$ cat src/rtl/count_control.sv
// Upstream control for the up/down counter pair: synchronises and debounces the
// Run and Swap buttons, keeps the run/stop state and issues Enable/Swap strobes.
module count_control #(
  parameter int DEBOUNCE_CYCLES = 4,
  parameter int TICK_DIV        = 8
) (
  input  logic Clock,
  input  logic Reset,
  input  logic BtnRun,
  input  logic BtnSwap,
  output logic Enable,
  output logic Swap,
  output logic Running
);

  localparam int CW = $clog2(DEBOUNCE_CYCLES + 1);
  localparam int PW = $clog2(TICK_DIV);
  localparam logic [CW-1:0] CNT_LAST = CW'(DEBOUNCE_CYCLES - 1);
  localparam logic [PW-1:0] PRE_LAST = PW'(TICK_DIV - 1);

  // Bit 0 carries Run, bit 1 carries Swap through every stage.
  logic [1:0]    btn;
  logic [1:0]    sync_p0, sync_p1;
  logic [1:0]    deb_p2, deb_p3, press_p3;
  logic [CW-1:0] cnt_p2 [2];
  logic [PW-1:0] presc;
  logic          run_press, swap_pending, tick, stop;

  assign btn          = {BtnSwap, BtnRun};
  assign run_press    = press_p3[0];
  assign swap_pending = press_p3[1];
  assign tick         = Running && (presc == PRE_LAST);
  assign stop         = run_press && Running;

  always_ff @(posedge Clock) begin
    if (Reset) begin
      sync_p0  <= '0;
      sync_p1  <= '0;
      deb_p2   <= '0;
      deb_p3   <= '0;
      press_p3 <= '0;
      for (int i = 0; i < 2; i++) cnt_p2[i] <= '0;
      presc    <= '0;
      Running  <= 1'b0;
      Enable   <= 1'b0;
      Swap     <= 1'b0;
    end else begin
      // p0/p1: two-flop synchroniser
      sync_p0 <= btn;
      sync_p1 <= sync_p0;

      // p2: debounce, a new level must differ for DEBOUNCE_CYCLES samples in a row
      for (int i = 0; i < 2; i++) begin
        if (sync_p1[i] == deb_p2[i]) begin
          cnt_p2[i] <= '0;
        end else if (cnt_p2[i] == CNT_LAST) begin
          deb_p2[i] <= sync_p1[i];
          cnt_p2[i] <= '0;
        end else begin
          cnt_p2[i] <= cnt_p2[i] + CW'(1);
        end
      end

      // p3: one-cycle press pulse on the debounced rising edge
      deb_p3   <= deb_p2;
      press_p3 <= deb_p2 & ~deb_p3;

      // outputs: a swap cycle absorbs a coinciding tick, a stopping press drops it
      Running <= Running ^ run_press;
      if (run_press || !Running || presc == PRE_LAST) presc <= '0;
      else                                            presc <= presc + PW'(1);
      Enable  <= swap_pending | (tick & ~stop);
      Swap    <= swap_pending;
    end
  end

endmodule

$ cat config.mk
export PLATFORM = sky130hd
export DESIGN_NAME = count_control
export DESIGN_NICKNAME = d
export VERILOG_FILES = /design/src/rtl/count_control.sv
export SDC_FILE = /design/constraint.sdc
export NUM_CORES = 1
export LEC_CHECK = 0
export CAP_MARGIN = 15
export CORE_MARGIN = 2
export CORE_UTILIZATION = 57
export DETAILED_ROUTE_END_ITERATION = 12
export PLACE_DENSITY = 0.87
export SLEW_MARGIN = 10
export SYNTH_ARGS = -nofsm -noshare
export SYNTH_HDL_FRONTEND = slang
export SYNTH_SLANG_ARGS = --single-unit
$ cat constraint.sdc
create_clock -name Clock -period 2.2 [get_ports Clock]
set_clock_uncertainty 0.1 [all_clocks]
set_input_delay 0.44 -clock Clock [delete_from_list [all_inputs] [get_ports Clock]]
set_output_delay 0.44 -clock Clock [all_outputs]
set_load 0.1 [all_outputs]
**Sequential cells grouped by signal name**

Scale bar: 10 µm. Other sequential cells in the stronger grey, the rest of the logic in the fainter grey.
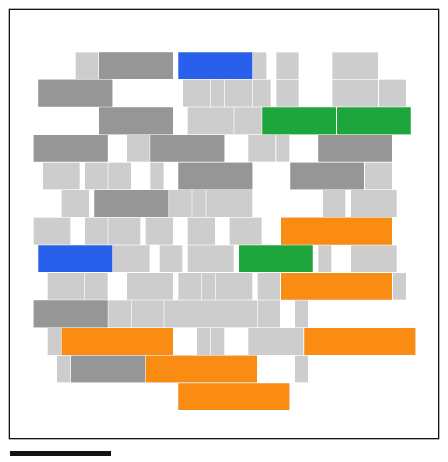
colour	name in the netlist	flops
blue	`deb_p2`	2
orange	`cnt_p2`	6
green	`presc`	3
not coloured	11
utilization after layout: 71.6%
Seq. pwr: 429 µW

**Signal wires on met1**

Cells faint in the background.
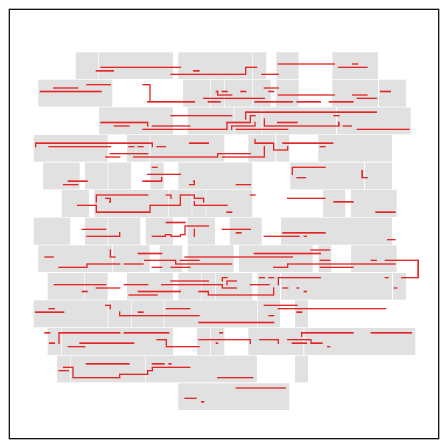
nets with wire on the layer	84
main direction	horizontal
wire length on this layer	506 µm

**Signal wires on met2**

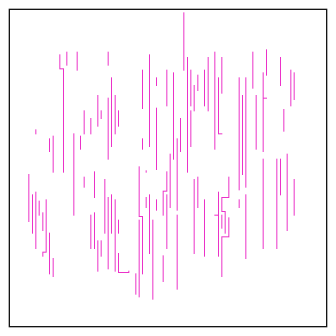
main direction	vertical
wire length on this layer	573 µm

**Supply network**

Scale bar: 10 µm. Pins as bars on the die edge. Tap cells in grey.
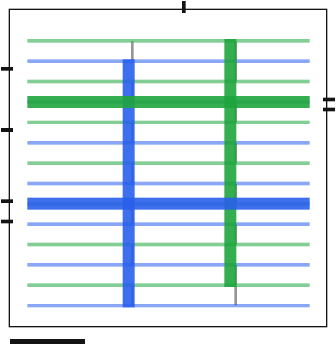
colour	net
green	VDD
blue	VSS
met1 rails	14
tap cells	15
met4 straps	2
Die Y: 42.2 µm
core area: 1330 µm²
peak supply drop: 0.000487 V

==> flow_summary.json <==
{
  "placed_area_um2": 907,
  "area_growth_syn_to_layout_pct": 14.7,
  "synthesis.area_um2": 832,
  "clkPwrFrac_pct": 36.1,
  "highest_layer": "met4",
  "drive_gt1_share_pct": 11.4,
  "first_pass_iters": 4,
  "crit_fanout": 4,
  "holdPathStages": 1,
  "fin_area_um2": 955,
  "viasPerCell": 4.98,
  "crit_slowest_cell": "dfxtp_1",
  "r2r_start": "cnt_p2[0][0]",
  "row_count": 13,
  "synthTopCellsByArea": "dfxtp_1 (38%), edfxtp_1 (22%), ha_1 (12%)",
  "p_seq_share_pct": 59.8,
  "clock_buffers": 4,
  "lay_top_count": "dfxtp_1",
  "ff_count": 22,
  "power_leakage_nw": 0.406,
  "ys_sh_aoi_pct": 0.602,
  "synth.logic.top_family": "simple AND/OR/NAND/NOR gates",
  "p_per_area_nw_per_um2": 751,
  "warnings": 27,
  "synthMuxAreaShare_pct": 2.41,
  "io_pins": 7,
  "grtUsageTotal_pct": 14.4,
  "seqCellArea_um2": 500,
  "post_cts_resized": 0,
  "slowest_delay_ns": 0.40,
  "grt_antenna_before_repair": 0,
  "layout_top_cells": "dfxtp_1 (16), nor2b_1 (9), ha_1 (8), edfxtp_1 (6), conb_1 (6)",
  "ys_cells": 65,
  "place.gp.congestion": 0.690,
  "cts_made_buffers": 3,
  "clockBufferDepth": 2,
  "ys_top_cells_by_count": "dfxtp_1 (16), nor2b_1 (9), ha_1 (8)",
  "met3_length_um": 35,
  "grt_pass1_vias": 447,
  "setup_viol": 0,
  "avgRoutedWirePerCell_um": 12.0,
  "placedCellCount": 90,
  "met1_length_um": 505,
  "worstSetupStartpoint": "Running",
  "adder_share_pct": 12.0,
  "status": "finished clean",
  "hpwl_um": 865,
  "crit_chain": "buf_4",
  "worstSetupPathDepth": 1,
  "inverters_excl_clock": 4,
  "buffers": 7,
  "post-cts-setup-buffers": 0,
  "drtIter0Drc": 3,
  "ys_sh_simple_pct": 17.7
}
-- registers in the layout (all words and copies together), names as in the netlist --
name	flops
sync_p1	2
Swap	1
Enable	1
deb_p3	2
sync_p0	2
deb_p2	2
Running	1
presc	3
press_p3	2
cnt_p2	6
-- path summary, 6_finish.rpt --
kind              slack, ns            to
hold reg to reg        0.29   press_p3[1]
hold / removal         0.29   press_p3[1]
setup reg to reg       0.75  cnt_p2[0][2]
setup / recovery       0.64       Running
-- power by group through the flow --
stage / logic, mW / registers, mW / clock network, mW
after detailed placement: 0.0295 / 0.438 / 0
final: 0.0298 / 0.429 / 0.259
after CTS: 0.0296 / 0.429 / 0.262
after floorplan: 0.0214 / 0.438 / 0
after global routing: 0.0335 / 0.430 / 0.279
after global placement: 0.0279 / 0.437 / 0
No activity file was given, so power comes from the tool's default toggle rates.
